**src/rtl/load_store_unit.sv**
```systemverilog
// load_store_unit: memory-stage load/store unit behind the execute-stage ALU.
// It accepts one memory operation per handshake. It drives a single-outstanding
// req/ack bus with byte enables and lane-replicated store data. Each completion
// is returned to writeback as a one-cycle wb_valid pulse.
//
// Optional feature macro: LSU_MISALIGN_TRAP_EN
//   defined   -> a misaligned half/word access skips the bus and completes with wb_err
//   undefined -> the offending low address bits are cleared and the access proceeds
//
// Parameters: BUS_TIMEOUT - cycles in BUS without mem_ack before the access is
//             aborted with wb_err (0 disables the timeout)
// Ports:
//   clk, rst                       clock, async active-high reset
//   ex_valid/ex_ready              operation handshake (ready only in IDLE)
//   ex_load, ex_store, ex_func3    operation kind and RV32 width/sign code
//   ex_addr, ex_wdata, ex_rd       effective address, store data, load destination
//   mem_req/mem_ack                bus request held until ack or timeout
//   mem_we, mem_addr, mem_wdata,
//   mem_be, mem_rdata              bus write flag, word address, data, byte enables
//   wb_valid, wb_rd, wb_data,
//   wb_err                         completion pulse with held result fields
//   busy                           state is not IDLE
module load_store_unit #(
    parameter int unsigned BUS_TIMEOUT = 255
) (
    input  logic        clk,
    input  logic        rst,
    input  logic        ex_valid,
    output logic        ex_ready,
    input  logic        ex_load,
    input  logic        ex_store,
    input  logic [2:0]  ex_func3,
    input  logic [31:0] ex_addr,
    input  logic [31:0] ex_wdata,
    input  logic [4:0]  ex_rd,
    output logic        mem_req,
    output logic        mem_we,
    output logic [31:0] mem_addr,
    output logic [31:0] mem_wdata,
    output logic [3:0]  mem_be,
    input  logic        mem_ack,
    input  logic [31:0] mem_rdata,
    output logic        wb_valid,
    output logic [4:0]  wb_rd,
    output logic [31:0] wb_data,
    output logic        wb_err,
    output logic        busy
);
    localparam int CNT_W = (BUS_TIMEOUT < 2) ? 1 : $clog2(BUS_TIMEOUT + 1);

    typedef enum logic [1:0] {IDLE, BUS, RESP} state_t;
    state_t state, state_nxt;

    logic [CNT_W-1:0] cnt;
    logic             accept, f3_legal, trap_misal;
    logic             go_bus, go_err, timeout;
    logic [3:0]       be_d;
    logic [31:0]      wdata_d;
    logic [1:0]       off_d;
    logic [4:0]       rd_q;
    logic [2:0]       f3_q;
    logic [1:0]       off_q;
    logic [31:0]      sh, ext;

    assign accept   = ex_valid & ex_ready & (ex_load | ex_store);
    assign ex_ready = (state == IDLE);
    assign busy     = (state != IDLE);
    assign mem_req  = (state == BUS);
    assign wb_valid = (state == RESP);

    // Unsigned widths exist for loads only; a set load bit wins over store.
    always_comb begin
        f3_legal = 1'b0;
        case (ex_func3)
            3'b000, 3'b001, 3'b010: f3_legal = 1'b1;
            3'b100, 3'b101:         f3_legal = ex_load;
            default:                f3_legal = 1'b0;
        endcase
    end

`ifdef LSU_MISALIGN_TRAP_EN
    assign trap_misal = ((ex_func3[1:0] == 2'b01) && ex_addr[0]) ||
                        ((ex_func3[1:0] == 2'b10) && (ex_addr[1:0] != 2'b00));
`else
    assign trap_misal = 1'b0;
`endif

    // Lane offset is always the naturally aligned one; when trapping, a
    // misaligned access never reaches the bus so the clearing is harmless.
    always_comb begin
        be_d    = 4'b1111;
        wdata_d = ex_wdata;
        off_d   = 2'b00;
        case (ex_func3[1:0])
            2'b00: begin
                be_d    = 4'b0001 << ex_addr[1:0];
                wdata_d = {4{ex_wdata[7:0]}};
                off_d   = ex_addr[1:0];
            end
            2'b01: begin
                be_d    = 4'b0011 << {ex_addr[1], 1'b0};
                wdata_d = {2{ex_wdata[15:0]}};
                off_d   = {ex_addr[1], 1'b0};
            end
            default: ;
        endcase
    end

    always_comb begin
        state_nxt = state;
        go_bus    = 1'b0;
        go_err    = 1'b0;
        timeout   = 1'b0;
        case (state)
            IDLE: if (accept) begin
                if (!f3_legal || trap_misal) begin
                    go_err    = 1'b1;
                    state_nxt = RESP;
                end else begin
                    go_bus    = 1'b1;
                    state_nxt = BUS;
                end
            end
            BUS: begin
                // An ack in the last allowed cycle still wins over the timeout.
                if (mem_ack) begin
                    state_nxt = RESP;
                end else if ((BUS_TIMEOUT != 0) && (cnt == CNT_W'(BUS_TIMEOUT - 1))) begin
                    timeout   = 1'b1;
                    state_nxt = RESP;
                end
            end
            RESP:    state_nxt = IDLE;
            default: state_nxt = IDLE;
        endcase
    end

    always_ff @(posedge clk or posedge rst) begin
        if (rst) state <= IDLE;
        else     state <= state_nxt;
    end

    // Load result: move the addressed lane to bit 0, then extend.
    assign sh = mem_rdata >> {off_q, 3'b000};
    always_comb begin
        case (f3_q[1:0])
            2'b00:   ext = {{24{~f3_q[2] & sh[7]}}, sh[7:0]};
            2'b01:   ext = {{16{~f3_q[2] & sh[15]}}, sh[15:0]};
            default: ext = sh;
        endcase
    end

    always_ff @(posedge clk or posedge rst) begin
        if (rst) begin
            mem_we    <= 1'b0;
            mem_addr  <= '0;
            mem_wdata <= '0;
            mem_be    <= '0;
            rd_q      <= '0;
            f3_q      <= '0;
            off_q     <= '0;
            cnt       <= '0;
            wb_rd     <= '0;
            wb_data   <= '0;
            wb_err    <= 1'b0;
        end else begin
            if (go_bus) begin
                mem_we    <= ~ex_load;
                mem_addr  <= {ex_addr[31:2], 2'b00};
                mem_wdata <= wdata_d;
                mem_be    <= be_d;
                rd_q      <= ex_rd;
                f3_q      <= ex_func3;
                off_q     <= off_d;
                cnt       <= '0;
            end else if (state == BUS) begin
                cnt <= cnt + 1'b1;
            end

            if (go_err || timeout) begin
                wb_err  <= 1'b1;
                wb_rd   <= '0;
                wb_data <= '0;
            end else if ((state == BUS) && mem_ack) begin
                wb_err  <= 1'b0;
                wb_rd   <= mem_we ? 5'd0 : rd_q;
                wb_data <= mem_we ? 32'd0 : ext;
            end
        end
    end
endmodule

```
**config.mk**
```make
export PLATFORM = sky130hd
export DESIGN_NAME = load_store_unit
export DESIGN_NICKNAME = d
export VERILOG_FILES = /design/src/rtl/load_store_unit.sv
export SDC_FILE = /design/constraint.sdc
export NUM_CORES = 1
export LEC_CHECK = 0
export CAP_MARGIN = 0
export CORE_ASPECT_RATIO = 0.75
export CORE_MARGIN = 3
export CORE_UTILIZATION = 40
export DETAILED_ROUTE_END_ITERATION = 16
export GPL_ROUTABILITY_DRIVEN = 1
export HOLD_SLACK_MARGIN = 0.08
export MAX_ROUTING_LAYER = met4
export PLACE_DENSITY = 0.75
export SLEW_MARGIN = 10
export SYNTH_ARGS = -nofsm -noshare
export SYNTH_HDL_FRONTEND = slang
export SYNTH_SLANG_ARGS = --single-unit
```
**constraint.sdc**
```tcl
create_clock -name clk -period 4.9 [get_ports clk]
set_clock_uncertainty 0.15 [all_clocks]
set_input_delay 0.735 -clock clk [delete_from_list [all_inputs] [get_ports clk]]
set_output_delay 0.735 -clock clk [all_outputs]
set_load 0.02 [all_outputs]
```
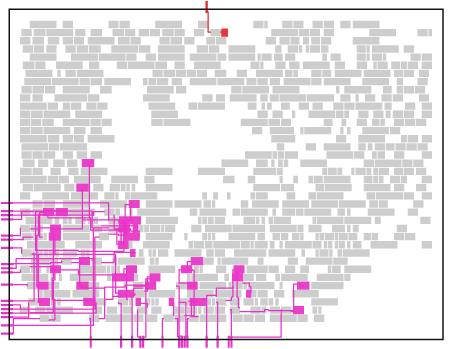
*Port wiring, run 1*
(3 px per um)
- magenta: `ex_wdata` (bits 32; direction input; end cells 40; buffers 32; wire 1270 um)
- red: `rst` (bits 1; direction input; end cells 1; buffers 1; wire 8.80 um)
I/O pins: 221
number of I/O port buffers: 218

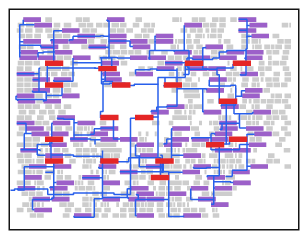
*Routed clock nets over the placement, run 1*
(2 px per um)
- purple: flip-flops (count 125)
- red: cells driving clock nets (count 17)
- blue: clock wires (length 1720 um)
- routed clock nets: 18
- flops lie: spread over the die
power dissipated in the clock network: 1.44 mW
Late-Pin Clk Latency: 0.41 ns
portion of total power attributed to the clock network: 0.302

==> flow_results.xml, run 1 <==
<?xml version="1.0" encoding="UTF-8"?>
<metrics>
  <group name="timing">
    <metric name="min_period" unit="ns">2.948</metric>
    <metric name="finalWorstSetupSlack" unit="ns">1.952</metric>
    <metric name="slew_violations" unit="">0</metric>
    <metric name="final_sum_of_negative_setup_slack" unit="ns">0</metric>
    <metric name="hold_slack" unit="ns">0.3264</metric>
    <metric name="tightest_slew" unit="ns">0.9983</metric>
    <metric name="final-setup-viol-count" unit="">0</metric>
    <metric name="worst_slew_margin_rel" unit="">0.3330</metric>
    <metric name="final-hold-violation-count" unit="">0</metric>
    <metric name="fmaxAchievable" unit="MHz">339.2</metric>
    <metric name="grt_setup_unrepaired" unit="">false</metric>
    <metric name="period_used_share" unit="">0.6017</metric>
  </group>
  <group name="detailed_routing">
    <metric name="detail_route.wl_per_cell" unit="um">18.38</metric>
    <metric name="drt-vias-per-instance" unit="">5.212</metric>
    <metric name="drt_drc_violations_left" unit="">0</metric>
    <metric name="route.final.wire_length" unit="um">16260</metric>
    <metric name="first_iter_violations" unit="">256</metric>
    <metric name="dr.pass1.iters" unit="">4</metric>
    <metric name="via_count" unit="">4613</metric>
    <metric name="final_antenna_net_count" unit="">0</metric>
  </group>
  <group name="cts">
    <metric name="cts_hold_repair.buffers" unit="">0</metric>
    <metric name="numCtsBuffers" unit="">17</metric>
    <metric name="clk_pin_slew_worst_paths" unit="ns">0.06</metric>
    <metric name="numClockSinks" unit="">125</metric>
    <metric name="number_of_h_tree_branching_levels" unit="">4</metric>
    <metric name="buffer_levels_on_the_longest_clock_path" unit="">2</metric>
    <metric name="cts.root.buffer_cell" unit="">clkbuf_16</metric>
    <metric name="cts_tree" unit="">yes</metric>
    <metric name="cts_setup_buffers" unit="">0</metric>
    <metric name="cts_repair_resize_count" unit="">0</metric>
  </group>
  <group name="die">
    <metric name="die_area" unit="sq mm">0.01578</metric>
    <metric name="fp_util" unit="">0.4131</metric>
    <metric name="floorplan.die.width" unit="um">144.1</metric>
    <metric name="floorplan.die.height" unit="um">109.5</metric>
  </group>
  <group name="placement">
    <metric name="placed_cells" unit="">853</metric>
    <metric name="place_ws" unit="ns">1.570</metric>
    <metric name="dp_hpwl" unit="um">11600</metric>
    <metric name="dpl_cell_area" unit="sq mm">0.008034</metric>
    <metric name="routabilityCongestion" unit="">0.8018</metric>
  </group>
  <group name="grt">
    <metric name="largest_net_degree_at_the_start_of_global_routing" unit="">91</metric>
    <metric name="grt_pass1_vias" unit="">4747</metric>
    <metric name="antenna_found_initial" unit="">0</metric>
    <metric name="grtUsageTotal" unit="">0.2160</metric>
    <metric name="grt_remaining_overflow" unit="">0</metric>
    <metric name="wire_length_of_the_first_global_routing_pass" unit="um">25360</metric>
  </group>
  <group name="worst_setup_path">
    <metric name="critical_path.endpoint_type" unit="">flop</metric>
    <metric name="crit_path_cell_trace" unit="">clkdlybuf4s50_1 &gt; o21ai_1 &gt; a211oi_2 &gt; a21oi_4 &gt; a221o_1</metric>
    <metric name="crit_fanout" unit="">38</metric>
    <metric name="worst_path_max_delay_cell" unit="">a21oi_4</metric>
    <metric name="critPathMaxStageDelay" unit="ns">0.77</metric>
    <metric name="buffers_inverters_on_critical_path" unit="">1</metric>
    <metric name="startpoint_type" unit="">input pin</metric>
    <metric name="timing_worst_setup_path_type" unit="">in2reg</metric>
    <metric name="worst_ep_arrival_time" unit="ns">3.14</metric>
    <metric name="cell_family_contributing_the_most_delay_on_the_critical_path" unit="">AND-OR/OR-AND gates</metric>
    <metric name="crit_required" unit="ns">5.10</metric>
  </group>
  <group name="finish">
    <metric name="num_antenna_cells" unit="">0</metric>
    <metric name="drive_gt1_frac" unit="">0.1380</metric>
    <metric name="finish.cell_count_without_fillers" unit="">885</metric>
    <metric name="num-nets-final" unit="">809</metric>
    <metric name="final_layout_top_logic_cell" unit="">clkdlybuf4s50_1</metric>
    <metric name="area_growth_syn_to_layout" unit="%">52.25</metric>
    <metric name="layout.cells.most_common_list" unit="">218 x clkdlybuf4s50_1, 125 x dfrtp_1, 47 x mux2_2, 40 x mux2i_1, 40 x nand2_1</metric>
  </group>
  <group name="run">
    <metric name="drv_cap" unit="">0</metric>
    <metric name="warning_count" unit="">27</metric>
  </group>
  <group name="synthesis">
    <metric name="top_area_frac" unit="">0.5470</metric>
    <metric name="synth.distinct_cells" unit="">46</metric>
    <metric name="synth_flop_count" unit="">125</metric>
    <metric name="synth.yosys.warnings" unit="">0</metric>
    <metric name="ys_top_cells_by_area" unit="">dfrtp_1 55%, mux2_2 9.3%, mux2i_1 7.0%, o21ai_0 3.3%, nand2_1 2.6%</metric>
    <metric name="cells_yosys" unit="">486</metric>
    <metric name="synth_area" unit="sq mm">0.005718</metric>
    <metric name="synth_cells" unit="">486</metric>
    <metric name="synth.yosys.seq_area_share" unit="">0.5470</metric>
    <metric name="postSynthAreaPerCell" unit="sq um">11.77</metric>
    <metric name="yosys_area" unit="sq mm">0.005718</metric>
    <metric name="netlist.top_cell.by_area" unit="">dfrtp_1</metric>
  </group>
  <group name="worst_hold_path">
    <metric name="hold_path_class" unit="">reg2reg</metric>
  </group>
  <group name="run_status">
    <metric name="result_of_the_run" unit="">finished, final reports clean</metric>
  </group>
  <group name="power">
    <metric name="design_power_total" unit="mW">4.745</metric>
    <metric name="power_density" unit="mW/mm^2">545.0</metric>
    <metric name="ir_drop" unit="mV">0.3660</metric>
    <metric name="leakagePower" unit="nW">3.771</metric>
  </group>
</metrics>
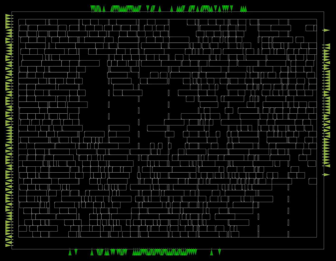
*Placed standard cells, run 1*
seq_cells: 125
TAP cells: 175
floorplan row count: 37

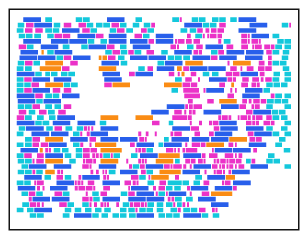
*Placement by cell class, run 1*
(2 px per um)
- blue: flip-flops (cells 125)
- orange: clock drivers and dummy loads (cells 32)
- cyan: other buffers and delay cells (cells 226)
- magenta: all other logic (cells 327)
fraction of the core area covered by cells at the end of the flow: 0.6289
flip-flop and latch share of the layout cell area: 0.3593
post-route cell area: 0.008706 sq mm
Placeable Area: 0.01384 sq mm

run 1: kinds of logic (layout without fill, tap and decap cells):
group                    count (synthesis)  in the layout  share of synthesized area
flip-flops                             125            125                     0.5470
AND/OR/NAND/NOR                        111            111                    0.09519
AND-OR/OR-AND                          110            110                     0.1370
multiplexers                            89             89                     0.1705
buffers and inverters                   41            264                    0.03457
XOR/XNOR                                 7              7                    0.01072
adder cells (fa/ha/maj)                  2              2                   0.004376
other                                    1              2                  0.0006558
run 1: registers in the layout, summed over array words and instances (netlist names):
signal	cells
mem_addr	30
wb_err	1
off_q	2
mem_be	4
state	2
rd_q	5
wb_rd	5
wb_data	32
f3_q	3
mem_wdata	32
mem_we	1
cnt	8
run 1: cell usage after synthesis (all sizes together):
master,count
a211oi,2
o31ai,2
inv,6
conb,1
nor3,5
nand2b,2
a211o,15
ha,2
mux4,1
o2bb2ai,8
o21ai,39
o21bai,1
a221o,8
buf,22
nand4b,2
and4bb,1
o22ai,1
nor2,32
dfrtp,125
nor3b,2
nor2b,10
nand2,40
or2,1
nand4,3
o311a,1
nand3,2
mux2,47
a21o,3
a22o,6
nand3b,11
mux2i,41
xor2,3
xnor2,4
clkbuf,13
a21oi,17
a32o,7
run 1: worst register-to-register path: cells and delay by family (launching register included):
kind               cells  cell delay (ns)
and+or+nand+nor        3             1.45
DFF                    1             0.44
AOI/OAI and AO/OA      1             0.25
run 1: worst paths after layout:
| kind | startpoint | to | slack, ns | depth (start not counted) |
|---|---|---|---|---|
| max | ex_func3[0] | wb_data[26]$_DFFE_PP0P_ | 1.95 | 5 |
| min | mem_wdata[17]$_DFFE_PP0N_ | mem_wdata[17]$_DFFE_PP0N_ | 0.33 | 2 |
| max reg2reg | state[1]$_DFFE_PP0P_ | wb_data[26]$_DFFE_PP0P_ | 2.55 | 4 |
| min reg2reg | mem_wdata[17]$_DFFE_PP0N_ | mem_wdata[17]$_DFFE_PP0N_ | 0.33 | 2 |
| max in group asynchronous | rst | wb_err$_DFFE_PP0P_ | 2.97 | 3 |
| min in group asynchronous | rst | wb_data[17]$_DFFE_PP0P_ | 0.70 | 2 |
run 1: final cells by class:
class	instances	area (sq um)
fillers	1064	5136
inverters	6	25.02
flip-flops and latches	125	3128
multi-input cells	321	2407
clock buffers	20	456.7
repair buffers	226	2255
well taps	175	219.0
clock inverters	12	215.2
run 1: metal layers:
metal  track usage  vias up  part of all wire
met5             -        -                 0
met1        0.2741     2252              0.43
met3       0.08304       18             0.088
met4       0.06116        0             0.014
li1              -     2166                 -
met2        0.3254      177              0.47
run 1: power by group:
group / switching [mW] / internal (mW)
Clock: 0.458 / 0.977
Combinational: 0.850 / 0.882
Sequential: 0.214 / 1.36
Total: 1.52 / 3.22
## Run 2: what changed since run 1
--- a/config.mk
+++ b/config.mk
@@ -13,7 +13,7 @@
 export GPL_ROUTABILITY_DRIVEN = 1
 export HOLD_SLACK_MARGIN = 0.08
 export MAX_ROUTING_LAYER = met4
-export PLACE_DENSITY = 0.75
+export PLACE_DENSITY = 0.78
 export SLEW_MARGIN = 10
 export SYNTH_ARGS = -nofsm -noshare
 export SYNTH_HDL_FRONTEND = slang
==> constraint.sdc (replaced) <==
create_clock -name clk -period 2.47 [get_ports clk]
set_clock_uncertainty 0.15 [all_clocks]
set_input_delay 0.3705 -clock clk [delete_from_list [all_inputs] [get_ports clk]]
set_output_delay 0.3705 -clock clk [all_outputs]
set_load 0.02 [all_outputs]
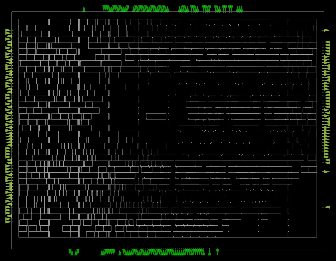
*Placed standard cells, run 2*
Fill cells: 1048
fin cells: 895
flip-flop and latch share of the layout cell area: 0.3576
fraction of the core area covered by cells at the end of the flow: 0.6319

==> flow_results.xml, run 2 <==
<?xml version="1.0" encoding="UTF-8"?>
<metrics>
  <group name="grt">
    <metric name="wire_length_of_the_first_global_routing_pass" unit="um">24560</metric>
    <metric name="grt_pass1_vias" unit="">4822</metric>
    <metric name="grtUsageTotal" unit="">0.2057</metric>
    <metric name="grt_remaining_overflow" unit="">0</metric>
    <metric name="antenna_found_initial" unit="">0</metric>
    <metric name="largest_net_degree_at_the_start_of_global_routing" unit="">126</metric>
  </group>
  <group name="finish">
    <metric name="num-nets-final" unit="">819</metric>
    <metric name="stdcell_area" unit="sq mm">0.008747</metric>
    <metric name="area_growth_syn_to_layout" unit="%">52.98</metric>
    <metric name="drive_gt1_frac" unit="">0.1472</metric>
    <metric name="num_antenna_cells" unit="">0</metric>
    <metric name="largest_registers" unit="">mem_wdata: 32 flops, wb_data: 32 flops, mem_addr: 30 flops</metric>
    <metric name="final_layout_top_logic_cell" unit="">clkdlybuf4s50_1</metric>
    <metric name="layout.cells.most_common_list" unit="">218 x clkdlybuf4s50_1, 125 x dfrtp_1, 47 x mux2_2, 40 x mux2i_1, 40 x nand2_1</metric>
  </group>
  <group name="timing">
    <metric name="tightest_slew" unit="ns">0.6846</metric>
    <metric name="final-hold-violation-count" unit="">0</metric>
    <metric name="fmaxAchievable" unit="MHz">427.1</metric>
    <metric name="period_used_share" unit="">0.9480</metric>
    <metric name="grt_setup_unrepaired" unit="">false</metric>
    <metric name="final_sum_of_negative_setup_slack" unit="ns">0</metric>
    <metric name="min_period" unit="ns">2.341</metric>
    <metric name="worst_slew_margin_rel" unit="">0.5436</metric>
    <metric name="final-setup-viol-count" unit="">0</metric>
    <metric name="slew_violations" unit="">0</metric>
  </group>
  <group name="placement">
    <metric name="placed_cells" unit="">863</metric>
    <metric name="routabilityCongestion" unit="">0.8503</metric>
    <metric name="dpl_cell_area" unit="sq mm">0.008160</metric>
    <metric name="dp_hpwl" unit="um">11290</metric>
    <metric name="io_buffers" unit="">218</metric>
  </group>
  <group name="detailed_routing">
    <metric name="drt_drc_violations_left" unit="">0</metric>
    <metric name="route.final.wire_length" unit="um">15500</metric>
    <metric name="wl_met3" unit="um">1034</metric>
    <metric name="first_iter_violations" unit="">234</metric>
    <metric name="final_antenna_net_count" unit="">0</metric>
    <metric name="route.met2.wl" unit="um">7287</metric>
    <metric name="detail_route.wl_per_cell" unit="um">17.32</metric>
    <metric name="route.layer.met1.wl" unit="um">6910</metric>
    <metric name="via_count" unit="">4650</metric>
    <metric name="drt-vias-per-instance" unit="">5.196</metric>
    <metric name="top_layer_used" unit="">met4</metric>
    <metric name="dr.pass1.iters" unit="">4</metric>
  </group>
  <group name="cts">
    <metric name="cts_tree" unit="">yes</metric>
    <metric name="number_of_h_tree_branching_levels" unit="">4</metric>
    <metric name="buffer_levels_on_the_longest_clock_path" unit="">2</metric>
    <metric name="cts.root.buffer_cell" unit="">clkbuf_16</metric>
    <metric name="clk_pin_slew_worst_paths" unit="ns">0.06</metric>
    <metric name="numClockSinks" unit="">125</metric>
    <metric name="cts_setup_buffers" unit="">0</metric>
    <metric name="clock.latency.late_pin" unit="ns">0.40</metric>
    <metric name="cts_hold_repair.buffers" unit="">0</metric>
    <metric name="numCtsBuffers" unit="">17</metric>
  </group>
  <group name="synthesis">
    <metric name="synth_cells" unit="">486</metric>
    <metric name="postSynthAreaPerCell" unit="sq um">11.77</metric>
    <metric name="yosys_area" unit="sq mm">0.005718</metric>
    <metric name="ys_top_cells_by_area" unit="">dfrtp_1 55%, mux2_2 9.3%, mux2i_1 7.0%, o21ai_0 3.3%, nand2_1 2.6%</metric>
    <metric name="synth_flop_count" unit="">125</metric>
    <metric name="cells_yosys" unit="">486</metric>
    <metric name="ys_dominant_reg_cell" unit="">dfrtp_1</metric>
    <metric name="top_post_synthesis_cells_by_count" unit="">125 x dfrtp_1, 47 x mux2_2, 40 x mux2i_1, 40 x nand2_1, 38 x o21ai_0</metric>
    <metric name="netlist.top_cell.by_area" unit="">dfrtp_1</metric>
    <metric name="synth_area" unit="sq mm">0.005718</metric>
    <metric name="top_count_cell_post_synth" unit="">dfrtp_1</metric>
    <metric name="edf_count" unit="">0</metric>
    <metric name="top_area_frac" unit="">0.5470</metric>
    <metric name="synth.distinct_cells" unit="">46</metric>
    <metric name="synth.yosys.warnings" unit="">0</metric>
    <metric name="synth.yosys.seq_area_share" unit="">0.5470</metric>
    <metric name="async_flop_share" unit="">1.000</metric>
  </group>
  <group name="worst_setup_path">
    <metric name="critical_path.endpoint_type" unit="">primary output</metric>
    <metric name="cp-startpoint" unit="">state[0]$_DFFE_PP0P_</metric>
    <metric name="cell_family_contributing_the_most_delay_on_the_critical_path" unit="">buffers and inverters</metric>
    <metric name="crit_fanout" unit="">6</metric>
    <metric name="timing_worst_setup_path_type" unit="">reg2out</metric>
    <metric name="buffers_inverters_on_critical_path" unit="">1</metric>
    <metric name="startpoint_type" unit="">flop</metric>
    <metric name="worst_ep_arrival_time" unit="ns">1.82</metric>
    <metric name="worstReg2RegStart" unit="">off_q[1]$_DFFE_PP0N_</metric>
    <metric name="crit_path_cell_trace" unit="">nor2b_2 &gt; clkdlybuf4s50_1</metric>
    <metric name="worst_path_max_delay_cell" unit="">clkdlybuf4s50_1</metric>
    <metric name="critPathMaxStageDelay" unit="ns">0.65</metric>
    <metric name="crit_required" unit="ns">1.95</metric>
  </group>
  <group name="die">
    <metric name="die_area" unit="sq mm">0.01578</metric>
    <metric name="placeable_area" unit="sq mm">0.01384</metric>
    <metric name="boundaryPins" unit="">221</metric>
    <metric name="floorplan.die.width" unit="um">144.1</metric>
    <metric name="std_cell_rows" unit="">37</metric>
    <metric name="fp_util" unit="">0.4131</metric>
    <metric name="floorplan.die.height" unit="um">109.5</metric>
  </group>
  <group name="run">
    <metric name="drv_cap" unit="">0</metric>
    <metric name="warning_count" unit="">29</metric>
  </group>
  <group name="worst_hold_path">
    <metric name="hold_path_class" unit="">in2async</metric>
  </group>
  <group name="power">
    <metric name="leakagePower" unit="nW">3.796</metric>
    <metric name="power_density" unit="mW/mm^2">1034</metric>
    <metric name="design_power_total" unit="mW">9.041</metric>
    <metric name="ir_drop" unit="mV">0.6446</metric>
  </group>
  <group name="run_status">
    <metric name="result_of_the_run" unit="">finished, final reports clean</metric>
  </group>
</metrics>
==> run 2: cell count changes in the layout (fill, tap and decap cells not counted), sizes merged <==
cell,previous run,this run
clkbuf,20,21
inv,6,5
bufinv,6,3
buf,8,18
clkinv,4,7
==> run 2: what timing repair did <==
item                                   in CTS  in global routing
gates resized                               1                  0
endpoints found under the hold margin       0                  0
setup endpoints to repair                   1                  0
==> run 2: area by class of cell <==
cell class                 count  area (sq um)  share of cell area
multi-input combinational    321          2410              0.2755
inverter                       6         26.28            0.003004
timing repair buffer         236          2380              0.2721
sequential                   125          3128              0.3576
clock inverter                11         143.9             0.01645
tap                          175         219.0             0.02503
clock buffer                  21         440.4             0.05035
==> run 2: metrics by stage <==
stage,hold slack [ns],setup slack [ns]
finish,0.3245,0.1285
global placement,0.3158,0.1315
detailed placement,0.3149,0.08178
floorplan,0.3171,0.4102
CTS,0.3331,0.1102
global route,0.3548,0.04442
==> run 2: path summary, 6_finish.rpt <==
kind	slack, ns	to	depth (start not counted)
setup / recovery	0.13	mem_req	2
hold / removal	0.32	cnt[7]$_DFFE_PP0P_	3
setup reg to reg	0.46	wb_data[23]$_DFFE_PP0P_	4
hold reg to reg	0.33	mem_wdata[11]$_DFFE_PP0N_	2
max in group asynchronous	1.30	mem_wdata[15]$_DFFE_PP0N_	3
min in group clk	0.33	mem_wdata[11]$_DFFE_PP0N_	2
==> run 2: per-layer routing <==
metal | vias to the layer above | track usage
met3 | 21 | 0.05261
met5 | - | -
met4 | 0 | 0.07191
li1 | 2192 | -
met2 | 164 | 0.3181
met1 | 2273 | 0.2654
==> run 2: power by group <==
part           switching (mW)  internal, mW  leakage [nW]
combinational            1.65          1.78          1.93
clock                   0.880          1.58         0.285
sequential              0.436          2.71          1.58
total                    2.97          6.07          3.80
==> run 2: worst min-delay path: stages <==
cell and delay (ns):
clkdlybuf4s50_1 0.44, clkinvlp_4 0.10, buf_12 0.45
==> run 2: logic make-up (layout without fill, tap and decap cells) <==
kind of cell,count (synthesis),count (layout),share of synthesized area
DFF,125,125,0.5470
xor gates and xnor gates,7,7,0.01072
adders and majority gates,2,2,0.004376
AOI/OAI and AO/OA,110,110,0.1370
other,1,2,0.0006558
and+or+nand+nor,111,111,0.09519
buffers and inverters,41,274,0.03457
muxes,89,89,0.1705
## Run 3: what changed since run 2
--- a/config.mk
+++ b/config.mk
@@ -13,8 +13,8 @@
 export GPL_ROUTABILITY_DRIVEN = 1
 export HOLD_SLACK_MARGIN = 0.08
 export MAX_ROUTING_LAYER = met4
-export PLACE_DENSITY = 0.78
-export SLEW_MARGIN = 10
+export PLACE_DENSITY = 0.75
+export SKIP_CTS_REPAIR_TIMING = 1
 export SYNTH_ARGS = -nofsm -noshare
 export SYNTH_HDL_FRONTEND = slang
 export SYNTH_SLANG_ARGS = --single-unit
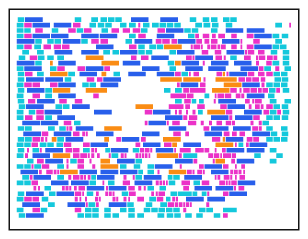
*Placement by cell class, run 3*
(2 px per um)
- magenta: all other logic (cells 327)
- blue: flip-flops (cells 125)
- orange: clock drivers and dummy loads (cells 31)
- cyan: other buffers and delay cells (cells 233)
fraction of the core area covered by cells at the end of the flow: 0.6312
flip-flop and latch share of the layout cell area: 0.3580
post-route cell area: 0.008737 sq mm

==> flow_results.xml, run 3 <==
<?xml version="1.0" encoding="UTF-8"?>
<metrics>
  <group name="synthesis">
    <metric name="synth.distinct_cells" unit="">46</metric>
    <metric name="synth_flop_count" unit="">125</metric>
    <metric name="edf_count" unit="">0</metric>
    <metric name="ys_dominant_reg_cell" unit="">dfrtp_1</metric>
    <metric name="ys_top_cells_by_area" unit="">dfrtp_1 55%, mux2_2 9.3%, mux2i_1 7.0%, o21ai_0 3.3%, nand2_1 2.6%</metric>
    <metric name="synthXorXnorAreaFrac" unit="">0.01072</metric>
    <metric name="aoi_share" unit="">0.1370</metric>
    <metric name="synthTopLogicFamily" unit="">multiplexers</metric>
    <metric name="synth.yosys.warnings" unit="">0</metric>
    <metric name="top_area_frac" unit="">0.5470</metric>
    <metric name="cells_yosys" unit="">486</metric>
    <metric name="async_flop_share" unit="">1.000</metric>
    <metric name="synth_cells" unit="">486</metric>
    <metric name="synth_area" unit="sq mm">0.005718</metric>
    <metric name="synth.cellmix.adderShare" unit="">0.004376</metric>
    <metric name="synth.area.mux_share" unit="">0.1705</metric>
    <metric name="postSynthAreaPerCell" unit="sq um">11.77</metric>
    <metric name="yosys_area" unit="sq mm">0.005718</metric>
    <metric name="top_post_synthesis_cells_by_count" unit="">125 x dfrtp_1, 47 x mux2_2, 40 x mux2i_1, 40 x nand2_1, 38 x o21ai_0</metric>
    <metric name="synth.yosys.seq_area_share" unit="">0.5470</metric>
    <metric name="netlist.top_cell.by_area" unit="">dfrtp_1</metric>
    <metric name="top_count_cell_post_synth" unit="">dfrtp_1</metric>
    <metric name="post_synth_and_or_nand_nor_area_fraction" unit="">0.09519</metric>
  </group>
  <group name="power">
    <metric name="ir_drop" unit="mV">0.6505</metric>
    <metric name="power.switching_fraction" unit="">0.3257</metric>
    <metric name="power_frac_clock" unit="">0.285</metric>
    <metric name="p_seq_frac" unit="">0.341</metric>
    <metric name="leakagePower" unit="nW">3.776</metric>
    <metric name="power_frac_comb" unit="">0.373</metric>
    <metric name="design_power_total" unit="mW">9.211</metric>
    <metric name="power.internal" unit="mW">6.211</metric>
    <metric name="power_density" unit="mW/mm^2">1054</metric>
    <metric name="power.switching" unit="mW">3.000</metric>
  </group>
  <group name="placement">
    <metric name="dp_hpwl" unit="um">11370</metric>
    <metric name="routabilityCongestion" unit="">0.8262</metric>
    <metric name="dpl_cell_area" unit="sq mm">0.008113</metric>
    <metric name="placed_cells" unit="">860</metric>
    <metric name="place_ws" unit="ns">0.01881</metric>
    <metric name="io_buffers" unit="">218</metric>
  </group>
  <group name="worst_hold_path">
    <metric name="hold_path_class" unit="">in2async</metric>
  </group>
  <group name="finish">
    <metric name="finish.cell_count_without_fillers" unit="">891</metric>
    <metric name="layout.cells.most_common_list" unit="">218 x clkdlybuf4s50_1, 125 x dfrtp_1, 47 x mux2_2, 40 x mux2i_1, 40 x nand2_1</metric>
    <metric name="final_layout_top_logic_cell" unit="">clkdlybuf4s50_1</metric>
    <metric name="drive_gt1_frac" unit="">0.1439</metric>
    <metric name="num_antenna_cells" unit="">0</metric>
    <metric name="area_growth_syn_to_layout" unit="%">52.80</metric>
    <metric name="num-nets-final" unit="">816</metric>
    <metric name="largest_registers" unit="">mem_wdata: 32 flops, wb_data: 32 flops, mem_addr: 30 flops</metric>
  </group>
  <group name="cts">
    <metric name="numClockSinks" unit="">125</metric>
    <metric name="cts.root.buffer_cell" unit="">clkbuf_16</metric>
    <metric name="clock.latency.late_pin" unit="ns">0.41</metric>
    <metric name="cts_tree" unit="">yes</metric>
    <metric name="clk_pin_slew_worst_paths" unit="ns">0.06</metric>
    <metric name="buffer_levels_on_the_longest_clock_path" unit="">2</metric>
    <metric name="number_of_h_tree_branching_levels" unit="">4</metric>
    <metric name="numCtsBuffers" unit="">17</metric>
  </group>
  <group name="timing">
    <metric name="period_used_share" unit="">0.9133</metric>
    <metric name="worst_slew_margin_rel" unit="">0.5510</metric>
    <metric name="final-setup-viol-count" unit="">0</metric>
    <metric name="min_period" unit="ns">2.256</metric>
    <metric name="final-hold-violation-count" unit="">0</metric>
    <metric name="finalWorstSetupSlack" unit="ns">0.2142</metric>
    <metric name="fmaxAchievable" unit="MHz">443.3</metric>
    <metric name="tightest_slew" unit="ns">0.6736</metric>
    <metric name="slew_violations" unit="">0</metric>
    <metric name="grt_setup_unrepaired" unit="">false</metric>
    <metric name="final_sum_of_negative_setup_slack" unit="ns">0</metric>
  </group>
  <group name="detailed_routing">
    <metric name="via_count" unit="">4672</metric>
    <metric name="detail_route.wl_per_cell" unit="um">18.00</metric>
    <metric name="drt-vias-per-instance" unit="">5.244</metric>
    <metric name="dr.pass1.iters" unit="">4</metric>
    <metric name="final_antenna_net_count" unit="">0</metric>
    <metric name="first_iter_violations" unit="">261</metric>
    <metric name="drt_drc_violations_left" unit="">0</metric>
    <metric name="route.final.wire_length" unit="um">16040</metric>
  </group>
  <group name="worst_setup_path">
    <metric name="worst_ep_arrival_time" unit="ns">1.74</metric>
    <metric name="cp-startpoint" unit="">state[0]$_DFFE_PP0P_</metric>
    <metric name="critPathMaxStageDelay" unit="ns">0.64</metric>
    <metric name="crit_path_cell_trace" unit="">nor2b_1 &gt; clkdlybuf4s50_1</metric>
    <metric name="crit_fanout" unit="">6</metric>
    <metric name="worst_path_max_delay_cell" unit="">clkdlybuf4s50_1</metric>
    <metric name="crit_required" unit="ns">1.95</metric>
    <metric name="timing_worst_setup_path_type" unit="">reg2out</metric>
    <metric name="worstReg2RegStart" unit="">cnt[0]$_DFFE_PP0P_</metric>
    <metric name="startpoint_type" unit="">flop</metric>
    <metric name="critical_path.endpoint_type" unit="">primary output</metric>
  </group>
  <group name="run_status">
    <metric name="result_of_the_run" unit="">finished, final reports clean</metric>
  </group>
  <group name="die">
    <metric name="fp_util" unit="">0.4131</metric>
    <metric name="std_cell_rows" unit="">37</metric>
    <metric name="placeable_area" unit="sq mm">0.01384</metric>
    <metric name="die_area" unit="sq mm">0.01578</metric>
    <metric name="floorplan.die.height" unit="um">109.5</metric>
    <metric name="floorplan.die.width" unit="um">144.1</metric>
    <metric name="boundaryPins" unit="">221</metric>
  </group>
  <group name="run">
    <metric name="drv_cap" unit="">0</metric>
    <metric name="warning_count" unit="">29</metric>
  </group>
  <group name="grt">
    <metric name="largest_net_degree_at_the_start_of_global_routing" unit="">126</metric>
    <metric name="grt_remaining_overflow" unit="">0</metric>
    <metric name="wire_length_of_the_first_global_routing_pass" unit="um">25300</metric>
    <metric name="grt_pass1_vias" unit="">4962</metric>
    <metric name="grtUsageTotal" unit="">0.2129</metric>
    <metric name="antenna_found_initial" unit="">0</metric>
  </group>
</metrics>
[run 3: cell counts after synthesis]
Identical to the previous run, type by type.
[run 3: critical path, delay by kind of cell, from the launching register on]
| kind | cells | cell delay (ns) |
|---|---|---|
| buf+inv | 1 | 0.64 |
| flops | 1 | 0.45 |
| simple gates | 1 | 0.24 |
[run 3: layout make-up]
cell class | instances | area (sq um)
fill | 1065 | 5105
sequential | 125 | 3128
multi-input combinational | 321 | 2407
timing repair buffer | 233 | 2332
clock buffer | 21 | 460.4
tap | 175 | 219.0
clock inverter | 10 | 163.9
inverter | 6 | 26.28
[run 3: worst paths after layout]
path,slack [ns],cells past startpoint,to
setup / recovery,0.21,2,mem_req
hold / removal,0.33,3,cnt[5]$_DFFE_PP0P_
setup reg to reg,0.44,7,wb_data[28]$_DFFE_PP0P_
hold reg to reg,0.33,2,mem_wdata[22]$_DFFE_PP0N_
max in group asynchronous,1.33,3,wb_data[6]$_DFFE_PP0P_
min in group clk,0.33,2,mem_wdata[22]$_DFFE_PP0N_
[run 3: power groups by stage]
stage | registers (mW) | clock network [mW] | logic (mW)
floorplan | 3.79 | 0 | 1.09
finish | 3.14 | 2.63 | 3.44
global placement | 3.14 | 0 | 3.40
global route | 3.23 | 2.77 | 3.67
CTS | 3.15 | 2.68 | 3.48
detailed placement | 3.17 | 0 | 3.46
[run 3: kinds of logic after synthesis]
logic type | count (synthesis)
compound gates | 110
xor+xnor | 7
fa+ha+maj | 2
buf+inv | 41
flops | 125
mux | 89
other cells | 1
simple gates | 111
[run 3: routing by layer]
layer  GRT usage  share of wire
met3     0.07130          0.087
met5           -              0
met4     0.07056          0.014
met2      0.3181           0.47
met1      0.2748           0.42
[run 3: metrics by stage]
| step | hold slack (ns) | utilization |
|---|---|---|
| 2_1_floorplan | 0.3171 | - |
| 3_3_place_gp | 0.3111 | 0.5861 |
| 3_5_place_dp | 0.3199 | 0.5861 |
| 4_1_cts | 0.3325 | 0.6312 |
| 5_1_grt | 0.3627 | 0.6312 |
| 6_report | 0.3263 | 0.6312 |
No activity file was given, so power comes from the tool's default toggle rates.
